Fig. 1: run 1, congestion heat map
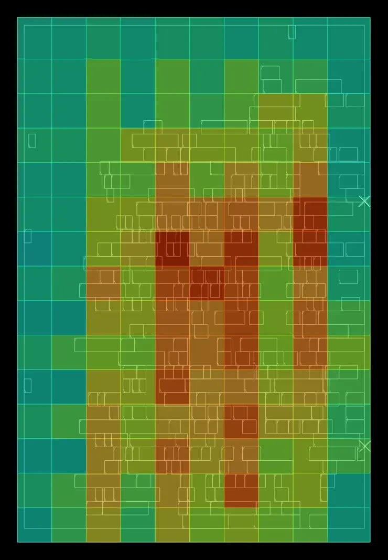
Fig. 2: run 1, layout detail
Region (5, 66) to (30, 91) um. Cells in gray, sequential cells in the stronger gray; small squares are vias.
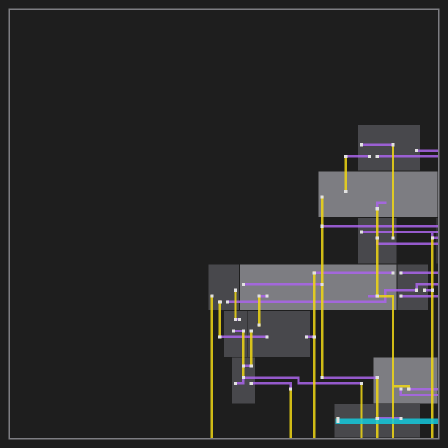
Fig. 3: run 1, cells colored by class
Drawn at 4 px/um.
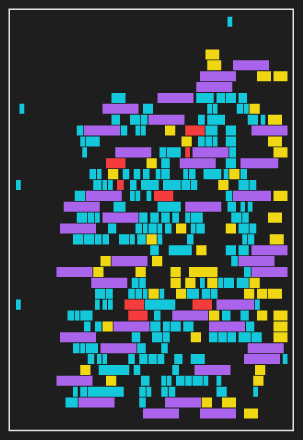
Fig. 4: run 1, the metal 1 layer
Drawn at 4 px/um.
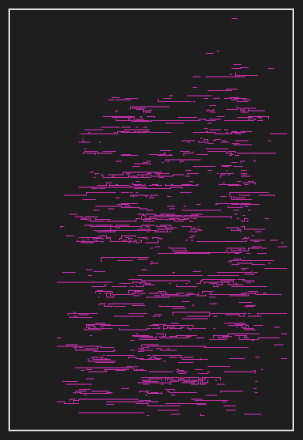
**src/rtl/autotype_sequencer_pkg.sv**
```systemverilog
// Shared definitions for the boot-time keystroke injector: step codes, sequencer
// states and extraction of one 4-bit step code from the packed sequence table.
package autotype_sequencer_pkg;

   localparam logic [3:0] CODE_IDLE  = 4'h0;
   localparam logic [3:0] CODE_RESET = 4'hF;

   // Widest possible table: 64 steps of 4 bits each.
   localparam int SEQ_MAX_BITS = 256;

   typedef enum logic [1:0] {
      ST_IDLE,
      ST_RUN,
      ST_DONE
   } state_t;

   function automatic logic [3:0] code_at(input logic [SEQ_MAX_BITS-1:0] seq,
                                          input logic [5:0] i);
      return seq[{i, 2'b00} +: 4];
   endfunction

endpackage

```
**src/rtl/autotype_sequencer_tick.sv**
```systemverilog
// Step prescaler: counts clock cycles within a step, flags the last cycle of the
// step and whether the current cycle still lies inside the key-press window.
module autotype_sequencer_tick #(
   parameter int step_cycles  = 2**23,
   parameter int press_cycles = 2**23
) (
   input  logic clk,
   input  logic reset,
   input  logic run,
   input  logic restart,
   output logic step_end,
   output logic press_window
);

   localparam int              CW    = $clog2(step_cycles);
   localparam logic [CW-1:0]   LAST  = CW'(step_cycles - 1);
   localparam logic [31:0]     PRESS = 32'(press_cycles);

   logic [CW-1:0] cnt_reg;

   always_ff @(posedge clk or posedge reset) begin
      if (reset) begin
         cnt_reg <= '0;
      end else if (restart) begin
         cnt_reg <= '0;
      end else if (run) begin
         cnt_reg <= (cnt_reg == LAST) ? '0 : cnt_reg + CW'(1);
      end
   end

   assign step_end     = run && (cnt_reg == LAST);
   assign press_window = 32'(cnt_reg) < PRESS;

endmodule

```
**src/rtl/autotype_sequencer.sv**
```systemverilog
// Boot-time keystroke injector: holds the computer core in reset, then plays a
// parameter-defined table of key presses onto its key inputs.
module autotype_sequencer
   import autotype_sequencer_pkg::*;
#(
   parameter int                    n_keys            = 8,
   parameter int                    seq_len           = 16,
   parameter logic [4*seq_len-1:0]  seq               = 64'h0001_0001_0103_020F,
   parameter int                    step_cycles       = 2**23,
   parameter int                    press_cycles      = 2**23,
   parameter int                    autostart         = 1,
   parameter int                    loop              = 0,
   parameter int                    abort_on_activity = 1
) (
   input  logic              clk,
   input  logic              reset,
   input  logic              start,
   input  logic              user_activity,
   output logic [n_keys-1:0] key,
   output logic              reset_n_out,
   output logic              busy,
   output logic              done,
   output logic              aborted,
   output logic [5:0]        step
);

   localparam logic [SEQ_MAX_BITS-1:0] SEQ_EXT   = SEQ_MAX_BITS'(seq);
   localparam logic [5:0]              LAST_STEP = 6'(seq_len - 1);
   localparam state_t                  RST_STATE = (autostart != 0) ? ST_RUN : ST_IDLE;

   state_t            state_reg;
   logic [5:0]        step_reg;
   logic [n_keys-1:0] key_reg;
   logic [n_keys-1:0] key_next;
   logic              reset_n_reg;
   logic              reset_n_next;
   logic              busy_reg;
   logic              done_reg;
   logic              aborted_reg;
   logic              running;
   logic              abort_now;
   logic              step_end;
   logic              press_window;
   logic [3:0]        cur_code;

   assign running   = (state_reg == ST_RUN);
   assign abort_now = running && (abort_on_activity != 0) && user_activity;
   assign cur_code  = code_at(SEQ_EXT, step_reg);

   autotype_sequencer_tick #(
      .step_cycles  (step_cycles),
      .press_cycles (press_cycles)
   ) u_tick (
      .clk          (clk),
      .reset        (reset),
      .run          (running),
      .restart      (start && !running),
      .step_end     (step_end),
      .press_window (press_window)
   );

   for (genvar gi = 0; gi < n_keys; gi++) begin : g_key
      assign key_next[gi] = running && (cur_code == 4'(gi + 1)) && press_window;
   end

   // IDLE is only reachable from reset, so the core stays held there until start.
   assign reset_n_next = (state_reg != ST_IDLE) && !(running && cur_code == CODE_RESET);

   always_ff @(posedge clk or posedge reset) begin
      if (reset) begin
         state_reg   <= RST_STATE;
         step_reg    <= '0;
         key_reg     <= '0;
         reset_n_reg <= 1'b0;
         busy_reg    <= 1'b0;
         done_reg    <= 1'b0;
         aborted_reg <= 1'b0;
      end else begin
         key_reg     <= key_next;
         reset_n_reg <= reset_n_next;
         busy_reg    <= running;
         case (state_reg)
            ST_IDLE, ST_DONE: begin
               if (start) begin
                  state_reg   <= ST_RUN;
                  step_reg    <= '0;
                  done_reg    <= 1'b0;
                  aborted_reg <= 1'b0;
               end
            end
            ST_RUN: begin
               if (abort_now) begin
                  state_reg   <= ST_DONE;
                  done_reg    <= 1'b1;
                  aborted_reg <= 1'b1;
                  key_reg     <= '0;
                  reset_n_reg <= 1'b1;
                  busy_reg    <= 1'b0;
               end else if (step_end) begin
                  if (step_reg != LAST_STEP) begin
                     step_reg <= step_reg + 6'd1;
                  end else if (loop != 0) begin
                     step_reg <= '0;
                  end else begin
                     state_reg <= ST_DONE;
                     done_reg  <= 1'b1;
                  end
               end
            end
            default: state_reg <= ST_IDLE;
         endcase
      end
   end

   assign key         = key_reg;
   assign reset_n_out = reset_n_reg;
   assign busy        = busy_reg;
   assign done        = done_reg;
   assign aborted     = aborted_reg;
   assign step        = step_reg;

endmodule

```
**config.mk**
```make
export PLATFORM = sky130hd
export DESIGN_NAME = autotype_sequencer
export DESIGN_NICKNAME = d
export VERILOG_FILES = /design/src/rtl/autotype_sequencer_pkg.sv /design/src/rtl/autotype_sequencer_tick.sv /design/src/rtl/autotype_sequencer.sv
export SDC_FILE = /design/constraint.sdc
export NUM_CORES = 1
export LEC_CHECK = 0
export CAP_MARGIN = 20
export CORE_ASPECT_RATIO = 1.5
export CORE_UTILIZATION = 30
export CTS_BUF_LIST = sky130_fd_sc_hd__clkbuf_8
export DETAILED_ROUTE_END_ITERATION = 7
export GPL_ROUTABILITY_DRIVEN = 0
export PLACE_DENSITY = 0.58
export SYNTH_ARGS = -nofsm -noshare
export SYNTH_HDL_FRONTEND = slang
export SYNTH_SLANG_ARGS = --single-unit
```
**constraint.sdc**
```tcl
create_clock -name clk -period 2.25 [get_ports clk]
set_clock_uncertainty 0.2 [all_clocks]
set_input_delay 0.675 -clock clk [delete_from_list [all_inputs] [get_ports clk]]
set_output_delay 0.675 -clock clk [all_outputs]
set_load 0.01 [all_outputs]
```
==> results.py, run 1 <==
# Flow results
metrics = {
    "outcome": {
        "outcome": "finished, violations left",
        "failed_checks": "DRC",
    },
    "synth": {
        "ys_types": 43,
        "async_flop_share_pct": 100.0,
        "top_cells_by_area": "dfrtp_1, nand3_1, a21o_1",
        "avgSynthCellArea_um2": 9.019,
        "top_area_share_pct": 43.68,
        "synthFlopType": "dfrtp_1",
        "yosys_cells": 235,
        "top_area_cell": "dfrtp_1",
        "syn_inst": 235,
        "edf_count": 0,
        "yosysChipArea_mm2": 0.002120,
        "yosys_warnings": 0,
    },
    "placed_design": {
        "port_buffers": 16,
        "placed_cells": 349,
    },
    "worst_setup_path": {
        "reg2reg_depth": 6,
        "crit_path_start": "u_tick.cnt_reg[1]",
        "cp-start-kind": "register",
        "crit_required_ns": 2.27,
        "arrival_ns": 2.23,
    },
    "sta": {
        "setup_viol": 0,
        "grt_setup_unrepaired": "yes",
        "tns_ns": 0,
        "max_freq_mhz": 452.4,
        "period_minus_slack_ns": 2.210,
        "slew_viol_final": 0,
        "period_used_pct": 98.24,
        "hold_viol_final": 0,
    },
    "floorplan": {
        "die_y_um": 104.9,
        "dieArea_mm2": 0.007412,
        "fp_util_pct": 30.93,
        "num_io_pins": 22,
        "fp-row-count": 37,
    },
    "cts": {
        "cts_root_buf": "clkbuf_8",
        "clock_path_buffers": 2,
        "cts_tree": "yes",
        "path_clk_slew_ns": 0.08,
        "cts.sinks": 38,
        "cts_buffers": 5,
        "cts_hold_buf": 0,
    },
    "global_routing": {
        "grt_pass1_vias": 1883,
        "grt_max_degree": 23,
        "grt_pass1_wl_um": 8742,
        "grt_overflow": 0,
        "antenna_found_initial": 0,
        "track_usage_pct": 15.04,
    },
    "pwr": {
        "power_mw": 1.785,
        "ir_drop_uv": 230.9,
        "powerDensity_mw_per_mm2": 658.3,
    },
    "detailed_routing": {
        "postRouteAntennaNets": 0,
        "drc_errors": 5,
        "wl_per_cell_um": 14.41,
        "first_iter_violations": 75,
    },
    "run": {
        "warnings": 29,
    },
    "finish": {
        "lay_top_cells": "dfrtp_1, buf_4, nand3_1",
        "layoutNonFillerInstCount": 361,
        "layout-drive-gt1-share_pct": 20.14,
        "largest_reg_flops": 23,
        "area_growth_pct": 27.92,
        "antenna_cells": 0,
    },
    "worst_hold_path": {
        "hold_path_class": "register to register",
        "holdCritStartpoint": "u_tick.cnt_reg[20]",
    },
}
About Fig. 1:
Most Crowded Layer GR: met2
met1 GRT Util: 16.04%

About Fig. 2:
M3 -> cyan
M1 -> purple
M2 -> yellow
cells with their middle in the window = 10
most frequent = a21oi_1 (2), mux2i_1 (2), dfrtp_1 (2)
netlist names of flops here include = u_tick.cnt_reg (2)
sequential cells in the window = 2

About Fig. 3:
remaining logic cells -> cyan  # cells 187
remaining buffers and delay cells -> yellow  # cells 50
sequential cells -> purple  # cells 38
clock drivers and dummy loads -> red  # cells 8
final core utilization: 39.57%
core area: 0.006852 mm2
sequential cell area share: 35.21%

About Fig. 4:
longest straight run = 20.7 um
nets with wire on the layer = 259
share of all routed wire = 41%
wire length on this layer = 2120 um
main direction = horizontal
DR vias: 1896
total wire length: 5201 um

-- run 1: cells in the mapped netlist, drive strengths merged, types with 2 or more instances --
master  count
xor2        2
nand3      23
nor4        3
and3        2
nor3       10
a22o        3
o22ai       3
or4         5
mux2i       3
a31oi       2
o31ai       6
nor2       17
o211ai      2
or3         3
dfrtp      37
buf         6
a21oi      13
a21o       11
o21ai      13
or2         3
clkbuf      8
nand2      21
nand2b      4
nor2b       2
inv         9
nand4      11
ha          4
-- run 1: per-layer routing --
layer / up-vias / part of all wire, % / GRT usage (%)
met5: - / 0 / 0
met4: 0 / 2.4 / 7.000
met3: 8 / 2.7 / 2.604
met2: 33 / 54 / 28.16
met1: 920 / 41 / 16.04
li1: 935 / - / -
-- run 1: report_power, final --
part / switching, mW / leakage [nW] / total, mW / internal, mW
registers: 0.0516 / 0.515 / 0.789 / 0.737
clock network: 0.236 / 0.0524 / 0.479 / 0.243
logic: 0.269 / 0.649 / 0.517 / 0.248
-- run 1: worst max-delay path, cell delays in order (launching register included) --
cell	delay, ns
dfrtp_1	0.42
ha_4	0.18
nand4_4	0.12
nor4_4	0.43
a21oi_4	0.14
or4_1	0.50
a21oi_1	0.15
-- run 1: repair_timing --
action	in CTS	in global routing
pin swaps	0	9
gates cloned	0	0
setup endpoints to repair	2	15
resized	2	5
buffers inserted	0	4
-- run 1: kinds of logic after synthesis --
| group | after synthesis | synth area share (%) |
|---|---|---|
| XOR/XNOR | 2 | 0.8266 |
| flip-flops | 38 | 44.92 |
| AND-OR/OR-AND | 57 | 17.36 |
| AND/OR/NAND/NOR | 107 | 27.92 |
| multiplexers | 3 | 1.417 |
| other | 1 | 0.1769 |
| adder cells (fa/ha/maj) | 4 | 2.361 |
| buffers and inverters | 23 | 5.018 |
-- run 1: layout make-up --
class / count / area, um2
clock buffer: 6 / 82.58
clock inverter: 2 / 8.758
tap: 78 / 97.59
sequential: 38 / 954.7
inverter: 9 / 33.78
timing repair buffer: 50 / 427.9
multi-input combinational: 178 / 1106
fill: 691 / 4140
-- run 1: metrics by stage --
step	cell area, um2	worst slack [ns]	utilization [%]	hold WS [ns]
finish	2711	0.03957	39.57	0.2957
global route	2711	-0.04376	39.57	0.3088
CTS	2651	0.03007	38.70	0.2962
detailed placement	2557	-0.1899	37.33	0.2822
global placement	2557	-0.1559	37.33	0.2718
floorplan	2135	0.1757	-	0.2525
-- run 1: final timing paths --
| check | endpoint | slack [ns] |
|---|---|---|
| max | step[2] | 0.04 |
| min | u_tick.cnt_reg[20] | 0.30 |
| max reg2reg | step[2] | 0.04 |
| min reg2reg | u_tick.cnt_reg[20] | 0.30 |
| max in group asynchronous | state_reg[0] | 1.03 |
| min in group asynchronous | aborted | 0.52 |
==> run 2: changes to the inputs <==
--- a/config.mk
+++ b/config.mk
@@ -7,6 +7,7 @@
 export LEC_CHECK = 0
 export CAP_MARGIN = 20
 export CORE_ASPECT_RATIO = 1.5
+export CORE_MARGIN = 5
 export CORE_UTILIZATION = 30
 export CTS_BUF_LIST = sky130_fd_sc_hd__clkbuf_8
 export DETAILED_ROUTE_END_ITERATION = 7
==> run 2 against run 1 <==
The flow now finishes without violations. Routed wire length decreased by 2.4%. Sequential share of layout area increased by 0.79 points. Area after synthesis unchanged. Non-clock buffer count decreased by 5. Sequential cell count unchanged. Critical path depth decreased by 5. Global-route usage decreased by 2.9 points. Combinational power decreased by 4.6%. Die area increased by 20%. Critical path type is now register to primary output. Largest power group unchanged. Highest routed layer unchanged.
==> results.py, run 2 <==
# Flow results
metrics = {
    "floorplan": {
        "num_io_pins": 22,
        "fp_util_pct": 30.73,
        "core_mm2": 0.006898,
    },
    "synth": {
        "yosysChipArea_mm2": 0.002120,
        "ys_types": 43,
        "yosys_warnings": 0,
        "top_cells_by_area": "dfrtp_1, nand3_1, a21o_1",
        "synthTopCellsByCount": "dfrtp_1, nand3_1, nand2_1",
        "syn_inst": 235,
        "top_area_cell": "dfrtp_1",
        "avgSynthCellArea_um2": 9.019,
    },
    "finish": {
        "largest_reg_flops": 23,
        "final_cell_area_mm2": 0.002659,
        "layout-drive-gt1-share_pct": 18.71,
        "fillers": 691,
    },
    "placed_design": {
        "port_buffers": 16,
        "preCtsSetupSlack_ns": -0.1660,
    },
    "global_routing": {
        "antenna_found_initial": 0,
        "grt_pass1_vias": 1845,
        "met2_usage_pct": 22.69,
        "track_usage_pct": 12.18,
        "grt_overflow": 0,
        "grtUsageMet3_pct": 1.911,
    },
    "pwr": {
        "p_seq_share_pct": 44.4,
        "p_clk_share_pct": 27.6,
        "power_mw": 1.759,
        "sw_frac_of_total_pct": 31.13,
    },
    "outcome": {
        "outcome": "finished, final reports clean",
    },
    "sta": {
        "hold_viol_final": 0,
        "slew_viol_final": 0,
        "period_minus_slack_ns": 2.184,
        "grt_setup_unrepaired": "no",
        "period_used_pct": 97.08,
    },
    "detailed_routing": {
        "wl_per_cell_um": 14.26,
        "drc_errors": 0,
        "first_iter_violations": 78,
    },
    "worst_setup_path": {
        "arrival_ns": 1.31,
        "path_cells": "clkdlybuf4s50_1",
    },
    "cts": {
        "cts_root_buf": "clkbuf_8",
        "clock_path_buffers": 2,
        "post_cts_buffers": 0,
    },
    "worst_hold_path": {
        "hold_path_class": "register to register",
    },
}
run 2: cell counts after synthesis:
Identical to the previous run, type by type.
run 2: layer usage:
metal | vias to the layer above | wire length (um)
li1 | 927 | -
met1 | 891 | 2132
met2 | 28 | 2725
met3 | 7 | 117
met4 | 0 | 100
met5 | - | 0
run 2: power groups by stage:
| stage | Clock [mW] | Combinational (mW) | Sequential [mW] |
|---|---|---|---|
| 6_report | 0.486 | 0.493 | 0.781 |
| 2_1_floorplan | 0 | 0.246 | 0.804 |
| 3_5_place_dp | 0 | 0.500 | 0.793 |
| 3_3_place_gp | 0 | 0.499 | 0.792 |
| 5_1_grt | 0.531 | 0.547 | 0.788 |
| 4_1_cts | 0.505 | 0.503 | 0.780 |
run 2: cell type report:
class	instances	area [um2]	area share (%)
clock buffer	6	82.58	3.106
clock inverter	2	8.758	0.3294
inverter	9	33.78	1.271
multi-input combinational	178	1076	40.47
sequential	38	957.2	36.00
tap	78	97.59	3.671
timing repair buffer	45	402.9	15.15
run 2: kinds of logic (layout without fill, tap and decap cells):
kind of cell,after synthesis,after routing,share of synthesized area (%)
AOI/OAI and AO/OA,57,57,17.36
xor gates and xnor gates,2,2,0.8266
adders and majority gates,4,4,2.361
buffers and inverters,23,62,5.018
DFF,38,38,44.92
muxes,3,3,1.417
other,1,5,0.1769
and+or+nand+nor,107,107,27.92
run 2: final timing paths:
path,from,end,slack [ns],cells after the start
min reg2reg,u_tick.cnt_reg[22],u_tick.cnt_reg[22],0.30,1
max,step[3],step[3],0.07,1
max in group asynchronous,reset,state_reg[0],1.07,3
max reg2reg,u_tick.cnt_reg[0],step[3],0.11,6
min,u_tick.cnt_reg[22],u_tick.cnt_reg[22],0.30,1
min in group asynchronous,reset,done,0.53,3
run 2: stage by stage:
step                      hold slack, ns  setup TNS (ns)  std cells
final                             0.2954               0        356
after global routing              0.3167               0        356
after CTS                         0.3001               0        356
after detailed placement          0.2833         -0.5281        348
after global placement            0.2754         -0.4067        348
after floorplan                   0.2525               0        239
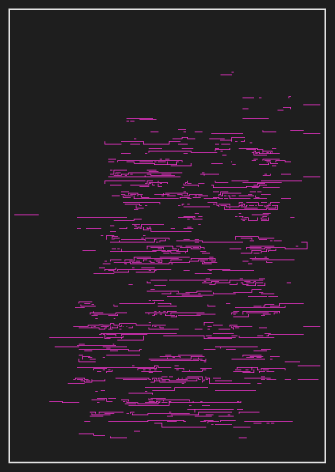
Fig. 5. The metal 1 layer (run 2).
Drawn at 4 px/um.
longest straight run = 19.3 um
share of all routed wire = 42%
wire length on this layer = 2130 um
nets with wire on the layer = 257
main direction = horizontal
DR vias: 1853
met1 GRT Util: 13.22%
total wire length: 5076 um

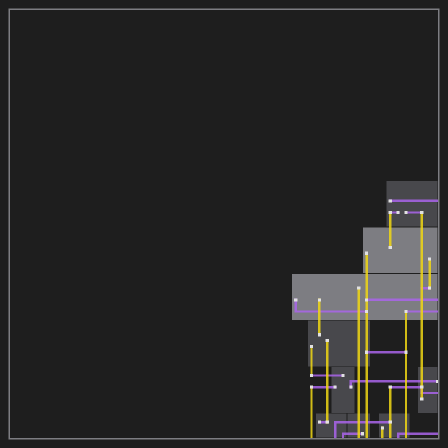
Fig. 6. Layout detail (run 2).
Region (7, 72) to (32, 97) um. Cells in gray, sequential cells in the stronger gray; small squares are vias.
M1 -> purple
M2 -> yellow
netlist names of flops here include = u_tick.cnt_reg (1)
sequential cells in the window = 1
cells with their middle in the window = 8
most frequent = a21oi_1 (3), mux2i_1 (2)

==> run 3: changes to the inputs <==
--- a/config.mk
+++ b/config.mk
@@ -12,6 +12,7 @@
 export CTS_BUF_LIST = sky130_fd_sc_hd__clkbuf_8
 export DETAILED_ROUTE_END_ITERATION = 7
 export GPL_ROUTABILITY_DRIVEN = 0
+export MAX_ROUTING_LAYER = met4
 export PLACE_DENSITY = 0.58
 export SYNTH_ARGS = -nofsm -noshare
 export SYNTH_HDL_FRONTEND = slang
==> run 3 against run 2 <==
Maximum frequency about the same. Setup slack better by 0.0014 ns. Total power is essentially flat. Die area stayed put. Core utilization is the same. Sequential share of layout area unchanged. Clock power about the same. Sequential cell count is the same. Via count increased by 0.22%. Combinational power about the same. Critical path type unchanged. Critical endpoint unchanged. Largest power group unchanged.
==> results.py, run 3 <==
# Flow results
metrics = {
    "sta": {
        "max_freq_mhz": 458.1,
        "setup_slack_ns": 0.06714,
        "setup_viol": 0,
        "grt_setup_unrepaired": "no",
        "period_minus_slack_ns": 2.183,
        "hold_viol_final": 0,
        "period_used_pct": 97.02,
        "slew_viol_final": 0,
    },
    "worst_setup_path": {
        "cp_slowest_cell": "clkdlybuf4s50_1",
        "arrival_ns": 1.31,
        "rr_startpoint": "u_tick.cnt_reg[0]",
        "critical-path-top-delay-family": "buffers and inverters",
        "cp.buffers_inverters": 1,
        "crit_path_start": "step[3]",
    },
    "synth": {
        "synthFlopType": "dfrtp_1",
        "yosysMostFrequentCell": "dfrtp_1",
        "ys_types": 43,
        "top_cells_by_area": "dfrtp_1, nand3_1, a21o_1",
        "xor_share_pct": 0.8264,
        "synthTopLogicFamily": "simple AND/OR/NAND/NOR gates",
        "synth_simple_gate_area_share_pct": 27.92,
        "edf_count": 0,
        "mux_share_pct": 1.417,
        "top_area_share_pct": 43.68,
        "async_flop_share_pct": 100.0,
        "yosys_warnings": 0,
        "yosys_cells": 235,
        "synthTopCellsByCount": "dfrtp_1, nand3_1, nand2_1",
        "avgSynthCellArea_um2": 9.019,
    },
    "cts": {
        "cts_buffers": 5,
        "cts_tree": "yes",
        "htreeDepth": 2,
        "cts.sinks": 38,
        "cts_root_buf": "clkbuf_8",
        "clock_path_buffers": 2,
        "path_clk_slew_ns": 0.07,
    },
    "global_routing": {
        "grt_overflow": 0,
        "grt_max_degree": 39,
        "antenna_found_initial": 0,
        "grt_pass1_vias": 1842,
    },
    "worst_hold_path": {
        "holdCritStartpoint": "u_tick.cnt_reg[22]",
        "hold_path_class": "register to register",
    },
    "finish": {
        "layout-drive-gt1-share_pct": 18.71,
        "antenna_cells": 0,
        "lay_top_cells": "dfrtp_1, buf_4, nand3_1",
        "area_growth_pct": 25.44,
    },
    "floorplan": {
        "core_mm2": 0.006898,
        "fp_util_pct": 30.73,
        "num_io_pins": 22,
        "fp-row-count": 37,
        "die_y_um": 112.9,
    },
    "detailed_routing": {
        "drc_errors": 0,
        "vias": 1857,
        "wl_per_cell_um": 14.22,
        "wl_um": 5061,
        "postRouteAntennaNets": 0,
    },
    "pwr": {
        "power_frac_comb_pct": 28.0,
        "sw_frac_of_total_pct": 31.15,
        "powerDensity_mw_per_mm2": 661.9,
        "p_sw_mw": 0.5482,
        "power_mw": 1.760,
        "intPower_mw": 1.212,
        "ir_drop_uv": 226.8,
    },
    "outcome": {
        "outcome": "finished, final reports clean",
    },
    "run": {
        "warnings": 28,
    },
}
-- run 3: cell counts after synthesis --
Identical to the previous run, type by type.
-- run 3: final cells by class --
cell class	count	area (um2)
sequential	38	957.2
tap	78	97.59
clock buffer	6	82.58
inverter	9	33.78
timing repair buffer	45	402.9
multi-input combinational	178	1076
clock inverter	2	8.758
fill	691	4239
-- run 3: final timing paths --
path,endpoint,slack (ns),cells after the start
max,step[3],0.07,1
min,u_tick.cnt_reg[22],0.29,1
max reg2reg,step[3],0.11,6
min reg2reg,u_tick.cnt_reg[22],0.29,1
max in group asynchronous,state_reg[0],1.07,3
min in group asynchronous,done,0.53,3
-- run 3: through the flow --
stage               setup TNS [ns]  instance area, um2  std cells  hold slack, ns
global placement           -0.4067                2562        348          0.2754
finish                           0                2659        356          0.2944
floorplan                        0                2135        239          0.2525
detailed placement         -0.5281                2562        348          0.2833
global route                     0                2659        356          0.3167
CTS                              0                2655        356          0.3001
-- run 3: what timing repair did --
action / 4_1_cts / 5_1_grt
resized: 1 / 3
hold buffers: 0 / 0
setup buffers: 0 / 0
setup endpoints to repair: 1 / 3
-- run 3: power by group through the flow --
stage	registers [mW]	logic, mW	clock network, mW
6_report	0.781	0.493	0.486
5_1_grt	0.788	0.547	0.531
4_1_cts	0.780	0.503	0.505
3_5_place_dp	0.793	0.500	0
3_3_place_gp	0.792	0.499	0
2_1_floorplan	0.804	0.246	0
-- run 3: logic make-up (layout without fill, tap and decap cells) --
kind of cell / count (synthesis) / after routing
buffers and inverters: 23 / 62
and+or+nand+nor: 107 / 107
AOI/OAI and AO/OA: 57 / 57
muxes: 3 / 3
xor gates and xnor gates: 2 / 2
other: 1 / 5
adders and majority gates: 4 / 4
DFF: 38 / 38
-- run 3: metal layers --
metal	wire [um]	up-vias	track usage, %
li1	-	928	-
met1	2121	898	13.32
met2	2727	24	22.58
met3	112	7	1.911
met4	99	0	5.601
met5	0	-	-
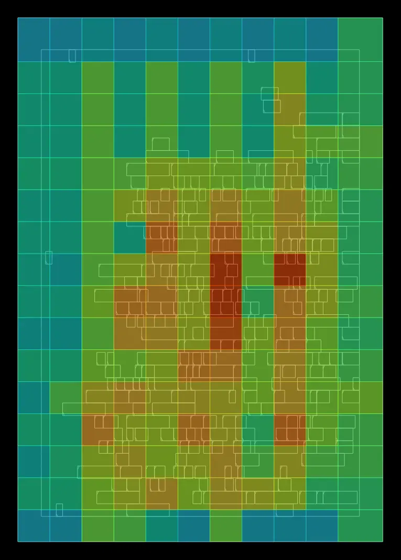
Fig. 7. Congestion heat map (run 3).
Overall Global Routing Usage: 12.53%
met2 Track Usage GR: 22.58%
final core utilization: 38.55%
met3 GRT Util: 1.911%
met1 GRT Util: 13.32%

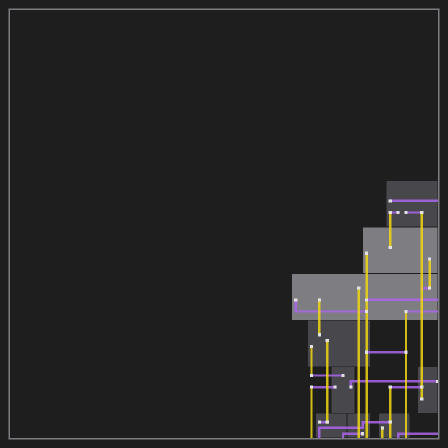
Fig. 8. Layout detail (run 3).
Region (7, 72) to (32, 97) um. Cells in gray, sequential cells in the stronger gray; small squares are vias.
M2 -> yellow
M1 -> purple
cells with their middle in the window = 8
sequential cells in the window = 1
most frequent = a21oi_1 (3), mux2i_1 (2)
netlist names of flops here include = u_tick.cnt_reg (1)

Power and IR drop assume default switching activity.
